==> src/rtl/pipeline_control_pkg.sv <==
// pipeline_control_pkg
//   Shared definitions for the pipeline controller: FSM state codes and
//   the stage-buffer control vector that goes with each state.
//   Control vector bit order (MSB..LSB):
//     {pcWE, ifidWE, idexWE, exmemWE, memwbWE,
//      ifidFlushN, idexFlushN, exmemFlushN, memwbFlushN}
package pipeline_control_pkg;

    // Binary codes. MEMWAIT takes the third bit. Codes 5-7 are illegal.
    typedef enum logic [2:0] {
        ST_RUN      = 3'd0,
        ST_REDIRECT = 3'd1,
        ST_STALL_LU = 3'd2,
        ST_MULTI    = 3'd3,
        ST_MEMWAIT  = 3'd4
    } state_t;

    localparam int CTL_W = 9;

    localparam logic [CTL_W-1:0] CTL_RESET    = '0;
    localparam logic [CTL_W-1:0] CTL_RUN      = 9'b11111_1111;
    localparam logic [CTL_W-1:0] CTL_REDIRECT = 9'b11111_0011;
    localparam logic [CTL_W-1:0] CTL_STALL_LU = 9'b00111_1011;
    localparam logic [CTL_W-1:0] CTL_MULTI    = 9'b00001_1110;
    localparam logic [CTL_W-1:0] CTL_MEMWAIT  = 9'b00000_1111;

    function automatic logic [CTL_W-1:0] ctl_of(input state_t s);
        logic [CTL_W-1:0] v;
        case (s)
            ST_REDIRECT: v = CTL_REDIRECT;
            ST_STALL_LU: v = CTL_STALL_LU;
            ST_MULTI:    v = CTL_MULTI;
            ST_MEMWAIT:  v = CTL_MEMWAIT;
            default:     v = CTL_RUN;
        endcase
        return v;
    endfunction

endpackage

==> src/rtl/pipeline_control_sat_counter.sv <==
// sat_counter
//   Saturating up-counter with synchronous clear (clear wins over increment).
//   Ports:
//     clk      in   clock, rising edge
//     rst_n    in   asynchronous active-low reset, counter -> 0
//     i_clear  in   synchronous clear
//     i_inc    in   count enable
//     o_count  out  WIDTH-bit count, sticks at all-ones
module sat_counter #(
    parameter int WIDTH = 16
) (
    input  logic             clk,
    input  logic             rst_n,
    input  logic             i_clear,
    input  logic             i_inc,
    output logic [WIDTH-1:0] o_count
);

    logic [WIDTH-1:0] r_count;

    always_ff @(posedge clk or negedge rst_n) begin
        if (!rst_n) begin
            r_count <= '0;
        end else if (i_clear) begin
            r_count <= '0;
        end else if (i_inc && (r_count != '1)) begin
            r_count <= r_count + WIDTH'(1);
        end
    end

    assign o_count = r_count;

endmodule

==> src/rtl/pipeline_control.sv <==
// pipeline_control
//   Drives writeEnable / active-low flush of the IF/ID, ID/EX, EX/MEM and
//   MEM/WB stage buffers plus the PC write enable, converting hazard and
//   stall requests into per-stage freeze and bubble commands.
//   All outputs are flops (registered Moore decode of the next state), so
//   the asynchronous flush pins never see a glitch.
//   Ports:
//     clk, resetn                 clock / async active-low reset
//     branchTaken                 EX resolved a taken branch
//     loadUseHaz                  ID depends on the load in EX
//     multiStart, multiCycles     EX starts a multi-cycle op (0 treated as 1)
//     memReady                    data memory ready; low freezes the pipe
//     statClear                   synchronous clear of stallCycles
//     pcWE, *WE                   PC / stage buffer write enables
//     *FlushN                     stage buffer flush, active-low
//     busy                        controller not in RUN
//     stallCycles                 saturating count of non-RUN cycles
module pipeline_control
    import pipeline_control_pkg::*;
#(
    parameter int CNT_WIDTH  = 4,
    parameter int STAT_WIDTH = 16
) (
    input  logic                  clk,
    input  logic                  resetn,
    input  logic                  branchTaken,
    input  logic                  loadUseHaz,
    input  logic                  multiStart,
    input  logic [CNT_WIDTH-1:0]  multiCycles,
    input  logic                  memReady,
    input  logic                  statClear,
    output logic                  pcWE,
    output logic                  ifidWE,
    output logic                  idexWE,
    output logic                  exmemWE,
    output logic                  memwbWE,
    output logic                  ifidFlushN,
    output logic                  idexFlushN,
    output logic                  exmemFlushN,
    output logic                  memwbFlushN,
    output logic                  busy,
    output logic [STAT_WIDTH-1:0] stallCycles
);

    state_t               r_state;
    state_t               w_next;
    logic [CNT_WIDTH-1:0] r_cnt;
    logic [CNT_WIDTH-1:0] w_cnt_next;
    logic [CTL_W-1:0]     r_ctl;
    logic                 r_busy;

    // Next state. In RUN the priority is branch > mem stall > multi > load-use.
    // MULTI counter holds (remaining cycles - 1); exit is decided at zero.
    always_comb begin
        w_next     = ST_RUN;
        w_cnt_next = r_cnt;
        case (r_state)
            ST_RUN: begin
                if (branchTaken) begin
                    w_next = ST_REDIRECT;
                end else if (!memReady) begin
                    w_next = ST_MEMWAIT;
                end else if (multiStart) begin
                    w_next     = ST_MULTI;
                    w_cnt_next = (multiCycles == '0) ? '0 : multiCycles - CNT_WIDTH'(1);
                end else if (loadUseHaz) begin
                    w_next = ST_STALL_LU;
                end
            end
            ST_REDIRECT: w_next = ST_RUN;
            ST_STALL_LU: w_next = ST_RUN;
            ST_MULTI: begin
                if (r_cnt == '0) begin
                    w_next = memReady ? ST_RUN : ST_MEMWAIT;
                end else begin
                    w_next     = ST_MULTI;
                    w_cnt_next = r_cnt - CNT_WIDTH'(1);
                end
            end
            ST_MEMWAIT: w_next = memReady ? ST_RUN : ST_MEMWAIT;
            default:    w_next = ST_RUN;
        endcase
    end

    // Outputs are decoded from the next state and registered alongside it,
    // so a request sampled at edge k is visible from edge k on.
    always_ff @(posedge clk or negedge resetn) begin
        if (!resetn) begin
            r_state <= ST_RUN;
            r_cnt   <= '0;
            r_ctl   <= CTL_RESET;
            r_busy  <= 1'b0;
        end else begin
            r_state <= w_next;
            r_cnt   <= w_cnt_next;
            r_ctl   <= ctl_of(w_next);
            r_busy  <= (w_next != ST_RUN);
        end
    end

    sat_counter #(
        .WIDTH (STAT_WIDTH)
    ) u_stat (
        .clk     (clk),
        .rst_n   (resetn),
        .i_clear (statClear),
        .i_inc   (r_state != ST_RUN),
        .o_count (stallCycles)
    );

    assign {pcWE, ifidWE, idexWE, exmemWE, memwbWE,
            ifidFlushN, idexFlushN, exmemFlushN, memwbFlushN} = r_ctl;
    assign busy = r_busy;

endmodule

==> config.mk <==
export PLATFORM = sky130hd
export DESIGN_NAME = pipeline_control
export DESIGN_NICKNAME = d
export VERILOG_FILES = /design/src/rtl/pipeline_control_pkg.sv /design/src/rtl/pipeline_control_sat_counter.sv /design/src/rtl/pipeline_control.sv
export SDC_FILE = /design/constraint.sdc
export NUM_CORES = 1
export LEC_CHECK = 0
export ABC_AREA = 1
export CORE_UTILIZATION = 56
export DETAILED_ROUTE_END_ITERATION = 6
export DONT_BUFFER_PORTS = 1
export PLACE_DENSITY = 0.86
export SLEW_MARGIN = 15
export SYNTH_ARGS = -nofsm -noshare
export SYNTH_HDL_FRONTEND = slang
export SYNTH_SLANG_ARGS = --single-unit
==> constraint.sdc <==
create_clock -name clk -period 1.5 [get_ports clk]
set_input_delay 0.3 -clock clk [delete_from_list [all_inputs] [get_ports clk]]
set_output_delay 0.3 -clock clk [all_outputs]
set_load 0.01 [all_outputs]
==> reports/results.tsv, run 1 <==
stage	metric	value	unit
layout	final_cells	321	
outcome	violations	setup timing	
clock_network	htree_levels	2	
yosys	yosys_area	0.00177	mm²
route	wl_met1	1650	µm
final_timing	setup_violations	14	
worst_setup_path	critical_path.n_buffers_inverters	2	
clock_network	clockRootBuffer	clkbuf_4	
route	firstDrtPassIters	4	
die	floorplan_core_area	0.00303	mm²
final_timing	fin_worst_hold_slack	72.2	ps
final_timing	final.setup.worst_slack	-77.7	ps
placed_design	gp_congestion	0.893	
route	drc_errors	0	
route	route.antenna.remaining_nets	0	
die	design.portCount	37	
outcome	run_status	finished, violations left	
yosys	syn-instance-count	241	
worst_setup_path	timing.critical_path.slowest_stage_cell	dfrtp_1	
yosys	synth.yosys.num_cells	241	
placed_design	pre_cts_slack	-291	ps
layout	finish.utilization	0.719	
worst_setup_path	worst_setup_path_start_kind	flip-flop	
worst_setup_path	worst-setup-path-type	flip-flop to flip-flop	
power_and_ir_drop	power_density	1200	mW/mm²
yosys	syn-num-nets	254	
die	die_x	58.1	µm
yosys	yosysSeqAreaShare	0.439	
[run 1: cell type report]
cell class	instances	share of cell area
Tap cell	44	0.0253
Inverter	27	0.0500
Sequential cell	31	0.356
Clock inverter	1	0.00230
Timing Repair Buffer	32	0.119
Clock buffer	7	0.0207
Timing Repair inverter	1	0.00287
Multi-Input combinational cell	178	0.424
[run 1: kinds of logic after synthesis]
group           share of synthesized area
compound gates                     0.0560
xor+xnor                           0.0198
fa+ha+maj                          0.0142
buf+inv                            0.0886
flops                               0.439
other cells                       0.00212
simple gates                        0.380
[run 1: where the power goes]
part | internal, mW | switching, mW
Clock | 0.182 | 0.300
Combinational | 0.329 | 0.601
Sequential | 1.01 | 0.184
Total | 1.53 | 1.08
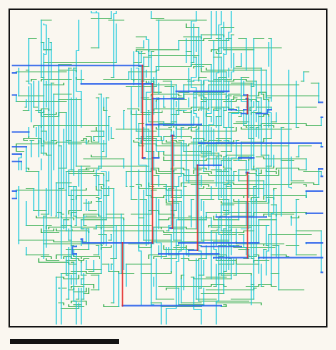
Run 1: signal wires by layer
Bar = 20 µm.
legend:
  green:
    layer: metal 1
    wire_length: 1650 µm
  blue:
    layer: metal 3
    wire_length: 223 µm
  red:
    layer: metal 4
    wire_length: 110 µm
  cyan:
    layer: metal 2
    wire_length: 2200 µm
wire length per cell: 13.0 µm
total wire length: 4190 µm

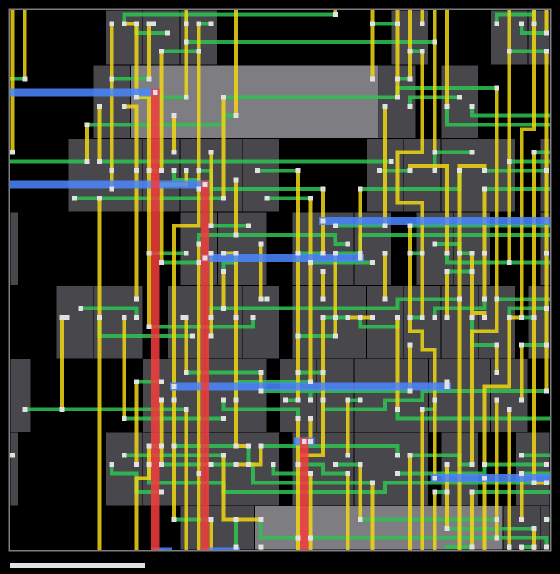
Run 1: close-up of the layout
Bar = 5 µm. Window x 19 to 39, y 31 to 51 µm. Cells in grey, sequential cells in the stronger grey; small squares are vias.
legend:
  red:
    layer: metal 4
  yellow:
    layer: metal 2
  green:
    layer: metal 1
  blue:
    layer: metal 3
sequential cells in the window: 2
cells with their middle in the window: 50
most frequent: nand2_1 (15), nor2_1 (9), inv_1 (6)
netlist names of flops here include: `u_stat.o_count` (2)

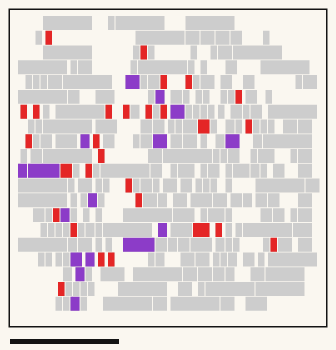
Run 1: gate families picked out
Bar = 20 µm.
legend:
  red:
    family: inverters
    cells: 28
  purple:
    family: inverting AOI/OAI gates
    cells: 16
most instantiated logic cell after routing: nand2_1
combinational fraction of the cell area: 0.424

==> inputs of run 2 (changes only) <==
CAP_MARGIN = 0   (was not set)
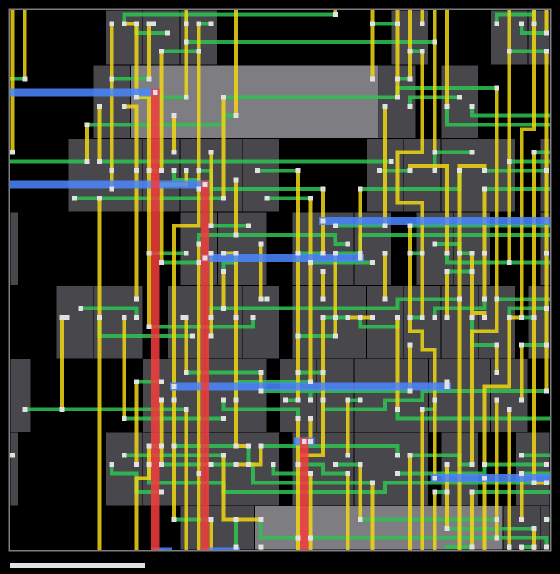
Run 2: close-up of the layout
Bar = 5 µm. Window x 19 to 39, y 31 to 51 µm. Cells in grey, sequential cells in the stronger grey; small squares are vias.

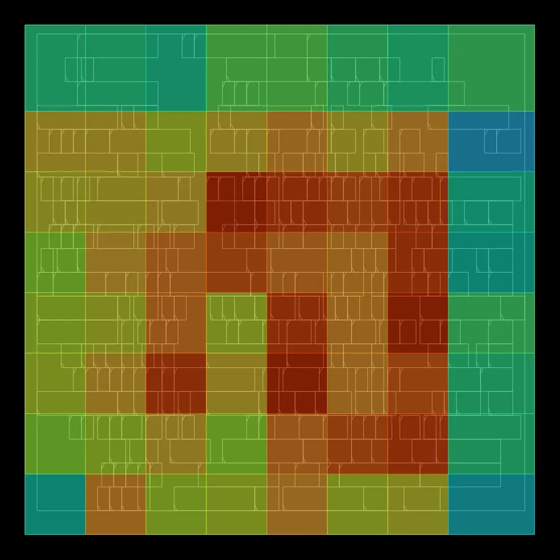
Run 2: track usage over the die
met1 Resource Use GR: 0.296
fraction of met3 tracks used by global routing: 0.0848

==> reports/results.tsv, run 2 <==
stage	metric	value	unit	change
outcome	run_status	finished, violations left		
outcome	violations	setup timing		
die	floorplan_core_area	0.00303	mm²	unchanged
route	routed_wl	4190	µm	unchanged
yosys	yosys_area	0.00177	mm²	unchanged
clock_network	clockRootBuffer	clkbuf_4		
yosys	syn-num-nets	254		unchanged
route	route.antenna.remaining_nets	0		unchanged
layout	count_of_inverters_not_on_the_clock_network_in_the_layout	28		unchanged
yosys	yosysSeqAreaShare	0.439		unchanged
layout	mostFrequentLayoutCell	nand2_1		
layout	area.share.sequential	0.356		unchanged
route	drc_errors	0		unchanged
final_timing	setup_violations	14		unchanged
power_and_ir_drop	swShare	0.416		unchanged
yosys	synthAdderAreaFrac	0.0142		unchanged
clock_network	htree_levels	2		unchanged
die	tapcell.inserted	44		unchanged
power_and_ir_drop	p_clk_frac	0.185		about the same
layout	biggestCellCategory	logic gates		
placed_design	pre_cts_slack	-291	ps	unchanged
yosys	synth.yosys.num_cells	241		unchanged
power_and_ir_drop	power.sequential.total	1.20	mW	about the same
yosys	synth.mux.area_fraction	0		unchanged
final_timing	final.setup.worst_slack	-77.7	ps	unchanged
route	wire_length_per_cell	13.0	µm	unchanged
power_and_ir_drop	p_comb	931	µW	about the same
worst_setup_path	worst_setup_path_start_kind	flip-flop		
layout	clock_network_contribution_to_total_cell_area	0.0230		unchanged
worst_setup_path	worst-setup-path-type	flip-flop to flip-flop		
placed_design	gp_congestion	0.893		unchanged
layout	signal_buffers	32		unchanged
power_and_ir_drop	internal-power	1.53	mW	unchanged
layout	signal_buffer_area_fraction	0.119		unchanged
yosys	syn-instance-count	241		unchanged
yosys	synth_area_in_xor_xnor	0.0198		unchanged
power_and_ir_drop	share_comb_of_total_power	0.356		about the same
yosys	synthSimpleGateAreaFrac	0.380		unchanged
## run 2: worst max path at each step
stage | from | to | slack [ps] | cells after the start
5_1_grt | u_stat.o_count[0] | u_stat.o_count[5] | -190 | 10
3_3_place_gp | u_stat.o_count[1] | u_stat.o_count[2] | -220 | 8
3_5_place_dp | u_stat.o_count[1] | u_stat.o_count[13] | -290 | 8
2_1_floorplan | u_stat.o_count[1] | u_stat.o_count[2] | 8 | 10
6_report | u_stat.o_count[0] | u_stat.o_count[4] | -80 | 10
4_1_cts | u_stat.o_count[1] | u_stat.o_count[13] | -20 | 10
## run 2: worst max-delay path, delay by kind of cell, from the launching register on
family          cells  cell delay (ps)
flops               1              420
simple gates        6              380
buf+inv             2              260
compound gates      1              240
fa+ha+maj           1              180
Power and IR drop assume default switching activity.
